<file path="src/rtl/pwm_capture_duty_pkg.sv">
// Definitions shared by the motor PWM generator and the PWM capture block.
package pwm_capture_duty_pkg;

  // Full-scale duty value: the generator's 0..999 counter plus the 100 % point.
  localparam int SCALE_PWM = 1000;

  // Width of a duty factor on the 0..SCALE_PWM scale.
  localparam int DUTY_W = 12;

  // Capture sequencer states.
  typedef enum logic {
    IDLE,
    MEASURE
  } cap_state_e;

endpackage

</file>
<file path="src/rtl/pwm_div_seq.sv">
// Sequential unsigned restoring divider: one quotient bit per clock,
// N_W iterations. Only the low Q_W quotient bits are exposed. The
// numerator register doubles as the quotient register, since quotient
// bits shift in from the right as numerator bits shift out on the left.
module pwm_div_seq #(
  parameter int N_W = 26,
  parameter int D_W = 16,
  parameter int Q_W = 12
) (
  input  logic           clock,
  input  logic           reset,
  input  logic           abort,
  input  logic           start,
  input  logic [N_W-1:0] numerator,
  input  logic [D_W-1:0] denominator,
  output logic           busy,
  output logic           done,
  output logic [Q_W-1:0] quotient
);
  localparam int CW = $clog2(N_W + 1);

  logic [N_W-1:0] quo;
  logic [D_W-1:0] rem;
  logic [D_W-1:0] den;
  logic [CW-1:0]  iter;
  logic [D_W:0]   trial;
  logic           fits;

  // Trial subtraction: shift the next numerator bit into the remainder.
  always_comb begin
    trial = {rem, quo[N_W-1]};
    fits  = (trial >= {1'b0, den});
  end

  // Iteration engine: load on start, one step per clock, pulse done at the end.
  always_ff @(posedge clock or posedge reset) begin
    // NOTE: clocked state uses non-blocking assignments so every flop samples
    // pre-edge values regardless of statement order.
    if (reset) begin
      quo  <= '0;
      rem  <= '0;
      den  <= '0;
      iter <= '0;
      busy <= 1'b0;
      done <= 1'b0;
    end else if (abort) begin
      quo  <= '0;
      rem  <= '0;
      den  <= '0;
      iter <= '0;
      busy <= 1'b0;
      done <= 1'b0;
    end else begin
      done <= 1'b0;
      if (busy) begin
        quo  <= {quo[N_W-2:0], fits};
        rem  <= fits ? D_W'(trial - {1'b0, den}) : trial[D_W-1:0];
        iter <= iter - CW'(1);
        if (iter == CW'(1)) begin
          busy <= 1'b0;
          done <= 1'b1;
        end
      end else if (start) begin
        quo  <= numerator;
        rem  <= '0;
        den  <= denominator;
        iter <= CW'(N_W);
        busy <= 1'b1;
      end
    end
  end

  assign quotient = quo[Q_W-1:0];

endmodule

</file>
<file path="src/rtl/pwm_capture_duty.sv">
// PWM capture: measures period and high time of an asynchronous PWM input
// and converts them to a duty factor on the 0..SCALE scale. A pin stuck
// without rising edges for TIMEOUT clocks is reported as 0 % or 100 %.
module pwm_capture_duty
  import pwm_capture_duty_pkg::*;
#(
  parameter int CNT_W   = 16,
  parameter int SCALE   = SCALE_PWM,
  parameter int TIMEOUT = 4000
) (
  input  logic              clock,
  input  logic              reset,
  input  logic              activ,
  input  logic              pwm_in,
  output logic [DUTY_W-1:0] factor_PWM,
  output logic [CNT_W-1:0]  perioada,
  output logic [CNT_W-1:0]  durata_high,
  output logic              valid,
  output logic              timeout_flag,
  output logic              overrun
);
  localparam int NUM_W = CNT_W + 10;

  logic              sync_ff1;
  logic              sync_in;
  logic              sync_prev;
  logic              rise;

  cap_state_e        state;
  cap_state_e        state_next;
  logic              take_sample;
  logic              drop_sample;
  logic              hit_timeout;

  logic [CNT_W-1:0]  cnt_per;
  logic [CNT_W-1:0]  cnt_high;
  logic [CNT_W-1:0]  lat_per;
  logic [CNT_W-1:0]  lat_high;
  logic              start_pend;
  logic              discard;

  logic              div_busy;
  logic              div_done;
  logic              div_engaged;
  logic [DUTY_W-1:0] div_quot;
  logic [NUM_W-1:0]  div_num;

  // Two-flop synchronizer plus a delayed copy for rising-edge detection.
  always_ff @(posedge clock or posedge reset) begin
    if (reset) begin
      sync_ff1  <= 1'b0;
      sync_in   <= 1'b0;
      sync_prev <= 1'b0;
    end else begin
      sync_ff1  <= pwm_in;
      sync_in   <= sync_ff1;
      sync_prev <= sync_in;
    end
  end

  assign rise        = sync_in & ~sync_prev;
  assign div_engaged = div_busy | start_pend;

  // Sequencer state register.
  always_ff @(posedge clock or posedge reset) begin
    if (reset) state <= IDLE;
    else       state <= state_next;
  end

  // Next state and per-cycle decisions: arm, sample, drop or time out.
  always_comb begin
    // NOTE: every output of this block gets a default first, so no path can
    // leave one unassigned and infer a latch.
    state_next  = state;
    take_sample = 1'b0;
    drop_sample = 1'b0;
    hit_timeout = 1'b0;
    if (!activ) begin
      state_next = IDLE;
    end else begin
      case (state)
        IDLE: begin
          if (rise) state_next = MEASURE;
        end
        MEASURE: begin
          if (rise) begin
            if (div_engaged) drop_sample = 1'b1;
            else             take_sample = 1'b1;
          end else if (cnt_per == CNT_W'(TIMEOUT)) begin
            hit_timeout = 1'b1;
            state_next  = IDLE;
          end
        end
        default: state_next = IDLE;
      endcase
    end
  end

  // Period and high-time counters: cleared in IDLE, restarted on each rise.
  always_ff @(posedge clock or posedge reset) begin
    if (reset) begin
      cnt_per  <= '0;
      cnt_high <= '0;
    end else if (state_next == IDLE) begin
      cnt_per  <= '0;
      cnt_high <= '0;
    end else if (rise) begin
      cnt_per  <= CNT_W'(1);
      cnt_high <= CNT_W'(sync_in);
    end else begin
      if (cnt_per != '1) cnt_per <= cnt_per + CNT_W'(1);
      if (sync_in && (cnt_high != '1)) cnt_high <= cnt_high + CNT_W'(1);
    end
  end

  // Sample latch, divider launch, result/timeout loading and status flags.
  always_ff @(posedge clock or posedge reset) begin
    if (reset) begin
      lat_per      <= '0;
      lat_high     <= '0;
      start_pend   <= 1'b0;
      discard      <= 1'b0;
      factor_PWM   <= '0;
      perioada     <= '0;
      durata_high  <= '0;
      valid        <= 1'b0;
      timeout_flag <= 1'b0;
      overrun      <= 1'b0;
    end else begin
      valid      <= 1'b0;
      start_pend <= take_sample;
      if (take_sample) begin
        lat_per  <= cnt_per;
        lat_high <= cnt_high;
      end
      if (drop_sample) overrun <= 1'b1;

      // A divide still running when the input times out must not overwrite
      // the timeout result once it completes.
      if (!activ)           discard <= 1'b0;
      else if (hit_timeout) discard <= div_engaged;
      else if (div_done)    discard <= 1'b0;

      if (hit_timeout) begin
        factor_PWM   <= sync_in ? DUTY_W'(SCALE) : '0;
        perioada     <= '0;
        durata_high  <= cnt_high;
        valid        <= 1'b1;
        timeout_flag <= 1'b1;
      end else if (activ && div_done && !discard) begin
        factor_PWM   <= div_quot;
        perioada     <= lat_per;
        durata_high  <= lat_high;
        valid        <= 1'b1;
        timeout_flag <= 1'b0;
      end
    end
  end

  assign div_num = NUM_W'(lat_high) * NUM_W'(SCALE);

  pwm_div_seq #(
    .N_W (NUM_W),
    .D_W (CNT_W),
    .Q_W (DUTY_W)
  ) u_div (
    .clock       (clock),
    .reset       (reset),
    .abort       (~activ),
    .start       (start_pend),
    .numerator   (div_num),
    .denominator (lat_per),
    .busy        (div_busy),
    .done        (div_done),
    .quotient    (div_quot)
  );

endmodule
</file>
<file path="config.mk">
export PLATFORM = sky130hd
export DESIGN_NAME = pwm_capture_duty
export DESIGN_NICKNAME = d
export VERILOG_FILES = /design/src/rtl/pwm_capture_duty_pkg.sv /design/src/rtl/pwm_div_seq.sv /design/src/rtl/pwm_capture_duty.sv
export SDC_FILE = /design/constraint.sdc
export NUM_CORES = 1
export LEC_CHECK = 0
export CAP_MARGIN = 25
export CORE_MARGIN = 3
export CORE_UTILIZATION = 35
export CTS_CLUSTER_SIZE = 10
export DETAILED_ROUTE_END_ITERATION = 10
export GPL_TIMING_DRIVEN = 0
export PLACE_DENSITY = 0.6
export RECOVER_POWER = 25
export SLEW_MARGIN = 30
export SYNTH_ARGS = -nofsm -noshare
export SYNTH_HDL_FRONTEND = slang
export SYNTH_SLANG_ARGS = --single-unit
export TNS_END_PERCENT = 10
</file>
<file path="constraint.sdc">
create_clock -name clock -period 8.1 [get_ports clock]
set_input_delay 1.62 -clock clock [delete_from_list [all_inputs] [get_ports clock]]
set_output_delay 1.62 -clock clock [all_outputs]
set_load 0.03 [all_outputs]
</file>
Figure 1. Signal wires on met1 (run 1).
Bar = 50 um.
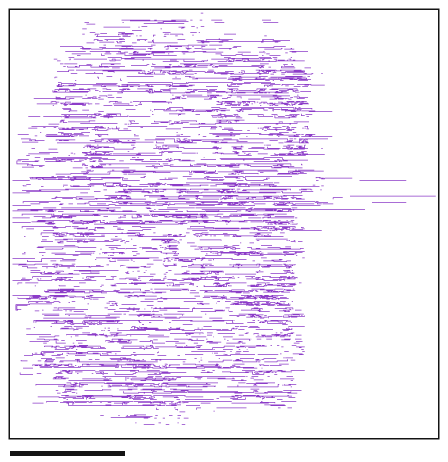
The longest straight run is 40.9 um. The wires run mostly horizontal. The layer holds 50% of the routed length. 1296 nets have wire on it.

Figure 2. Signal wires on met2 (run 1).
Bar = 50 um.
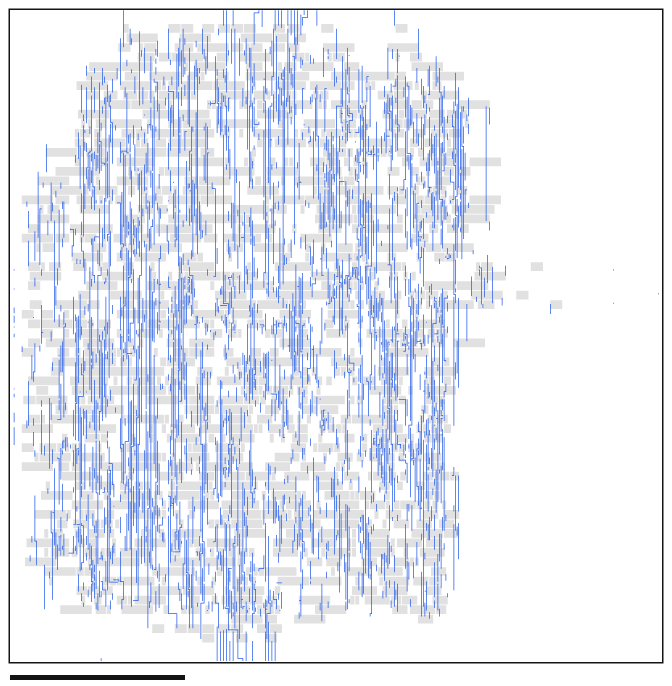
The longest straight run is 85.7 um. The wires run mostly vertical.

Figure 3. Met3 routing (run 1).
Bar = 50 um.
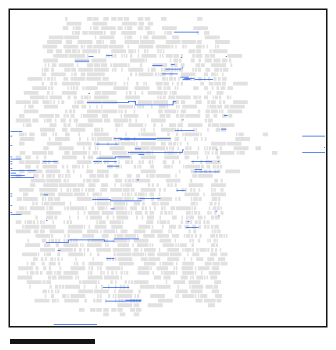
53 nets have wire on it. The layer carries 626 um of wire. The wires run mostly horizontal. The longest straight run is 33.1 um.

==> flow_metrics.tcl, run 1 <==
# flow metrics
set metrics [dict create \
    ff2ff_setup_slack_ns 3.46 \
    numSynthFlops 182 \
    crit_cells 14 \
    drt-total-wl_um 27300 \
    ys_types 72 \
    crit_path_cell_trace "fa_1 > fa_1 > inv_1 > fa_1 > fa_1 > inv_1 > ha_1 > a21o_1 > a21oi_1 > a2111oi_2 > nor2_1 > a21oi_1 > or3_1 > a41o_1" \
    drv_cap 1 \
    clock_power_share_pct 16.9 \
    antenna_found_initial 0 \
    inverters 107 \
    die-area_um2 34700 \
    yosys.area.top_type "dfrtp_1" \
    taps 435 \
    xor_area_share_pct 3.93 \
    drt_first_iter_violations 439 \
    bufAreaShareNonClock_pct 5.89 \
    edf_count 0 \
    crit_family "adder cells" \
    regMostFlops "u_div.quo" \
    grt_use_met1_pct 24.1 \
    cp_common_cell "fa_1" \
    numPortBuffers 50 \
    register_area_um2 4550 \
    peakVddDrop_v 0.000423 \
    mux_area_share_pct 5.83 \
    grt_overflow 0 \
    clock_buffers 18 \
    drtPass1Iterations 5 \
    floorplan.nets 1301 \
    ys_top_logic_family "adder cells" \
    grt_pass1_wl_um 46200 \
    yosysWarningCount 0 \
    n_all_buffers 103 \
    row_count 65 \
    clk_share_pct 4.97 \
    grt_pass1_vias 8781 \
    cp_slowest_cell "fa_1" \
    cts_made_buffers 17 \
    ctsRootBufferMaster "clkbuf_16" \
    hp-start "sync_ff1$_DFF_PP0_" \
    power_density_nw_per_um2 415 \
    die_w_um 186 \
    slew_headroom_pct -13.3 \
    start_kind "register" \
    setup_viol 0 \
    layout_top_cells "dfrtp_1, a21oi_1, nor2_1, nand2_1, inv_1" \
    ys_cells 1169 \
    core_area_um2 31800 \
    worst_skew_pair.late_latency_ns 0.43 \
    comb-cell-share_pct 47.2 \
    areaGrowthSynthToFinish_pct 15.4 \
    hold_buffers 0 \
    fin_cells 1688 \
    topCellsByArea "dfrtp_1, fa_1, ha_1" \
    pwr-share-comb_pct 64.9 \
    worstHoldPathType "reg2reg" \
    yosys_area_um2 11400 \
    cts.sinks 182 \
    wl_met2_um 12700 \
    skew_ns 0.0101 \
    use_met3_pct 2.24 \
    gp_congestion 0.864 \
    dp_slack_ns 3.45 \
    cts_setup_buffers 0 \
    critPathCapture "u_div.quo[25]$_DFFE_PP0P_" \
    dp.cells 1656 \
    outcome "finished with violations" \
    seq_cells 182 \
    clock.fmax_mhz 215 \
    switchingPower_uw 2520 \
    synth_area_um2 11400 \
    highest_layer "met4" \
    top_cell_area_share_pct 40.1 \
    htreeDepth 4 \
    dp_hpwl_um 20800 \
    leakage_uw 0.00616 \
    timing.final.max_slew_violations 36 \
    violations "capacitance limit, slew limit" \
    nets 1372 \
    cts_resized 0 \
    fp_util_pct 35.7 \
    top_area_cell_class "multi-input combinational cells" \
    largestPowerGroup "combinational cells" \
]
Figure 4. Congestion heat map (run 1).
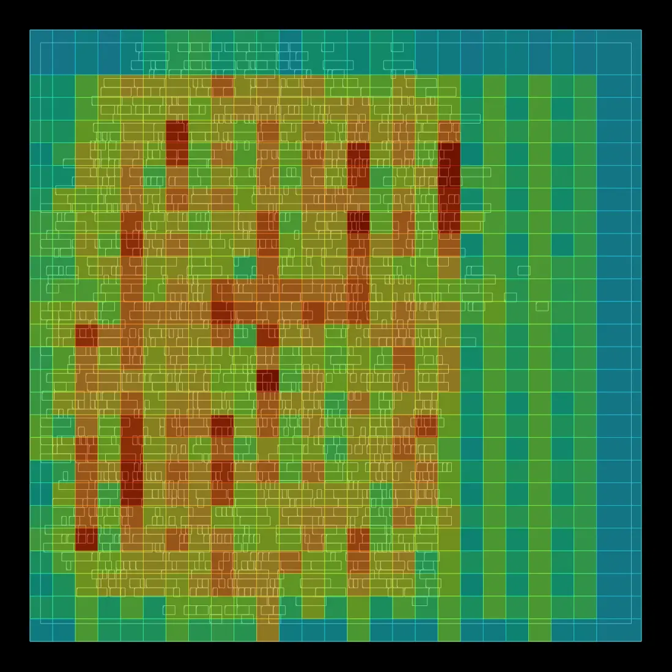

--- run 2 (diff from run 1) ---
clock period = 4.5 ns   (was 8.1 ns; I/O delays follow)
Figure 5. Congestion heat map (run 2).
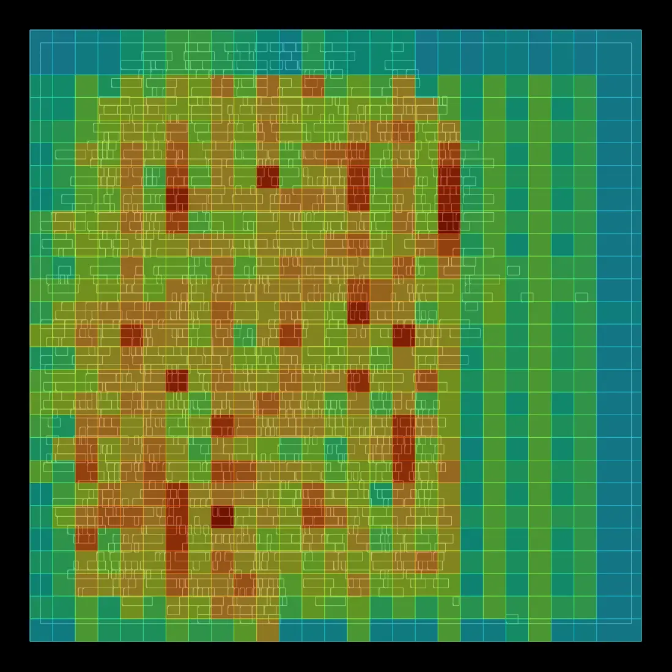
met2 Usage GRT: 27.2%
Total Routing Usage GR: 16.9%
GR Util met3: 1.98%
met1 Use GR: 24.5%

==> run 2 against run 1 <==
  * The run still ends with capacitance limit, slew limit left
  * Routed wire length up 1.6%
  * Die area unchanged
  * Global-route usage up 0.24 points
  * Power up 93%
  * Worst setup slack worse by 3.3 ns
  * Via count up 1.1%
  * Register-to-register slack worse by 3.3 ns
  * Combinational power up 100%
  * Sequential cell count unchanged
  * Largest cell class unchanged
==> flow_metrics.tcl, run 2 <==
# flow metrics
set metrics [dict create \
    outcome "finished with violations" \
    violations "capacitance limit, slew limit" \
    clock_buffers 19 \
    die_w_um 186 \
    crit_family "adder cells" \
    grt_pass1_vias 8814 \
    crit_cells 15 \
    ys_top_logic_family "adder cells" \
    floorplan.nets 1301 \
    crit_path_cell_trace "fa_1 > fa_1 > inv_1 > fa_1 > fa_1 > inv_1 > ha_4 > a21o_1 > a21oi_4 > a2111oi_4 > nor2_2 > buf_4 > a21oi_1 > xnor2_1 > o22ai_1" \
    register_area_um2 4560 \
    timing.final.max_slew_violations 82 \
    grt_overflow 0 \
    fp_util_pct 35.7 \
    yosys_area_um2 11400 \
    ctsRootBufferMaster "clkbuf_16" \
    yosysWarningCount 0 \
    drt_first_iter_violations 526 \
    synth_area_um2 11400 \
    start_kind "register" \
    cts.sinks 182 \
    regMostFlops "u_div.quo" \
    peakVddDrop_v 0.000886 \
    die-area_um2 34700 \
    dp_hpwl_um 21000 \
    largestPowerGroup "combinational cells" \
    layout_top_cells "dfrtp_1, a21oi_1, nor2_1, nand2_1, inv_1" \
    dp.cells 1661 \
    grt_pass1_wl_um 46800 \
    edf_count 0 \
    ys_cells 1169 \
    cp_slowest_cell "fa_1" \
    power_density_nw_per_um2 788 \
    taps 435 \
    cts_setup_buffers 4 \
    inverters 107 \
    numSynthFlops 182 \
    gp_congestion 0.861 \
    dp_slack_ns -0.151 \
    drv_cap 3 \
    antenna_found_initial 0 \
    row_count 65 \
    wl_met2_um 12800 \
    mux_area_share_pct 5.83 \
    cp_common_cell "fa_1" \
    worst_skew_pair.late_latency_ns 0.45 \
    slew_headroom_pct -5.94 \
    clock.fmax_mhz 231 \
    hold_buffers 0 \
    yosys.area.top_type "dfrtp_1" \
    cts_resized 16 \
    ff2ff_setup_slack_ns 0.16 \
    highest_layer "met4" \
    numPortBuffers 50 \
    comb-cell-share_pct 47.4 \
]
Power is estimated from default activity; no workload was simulated.
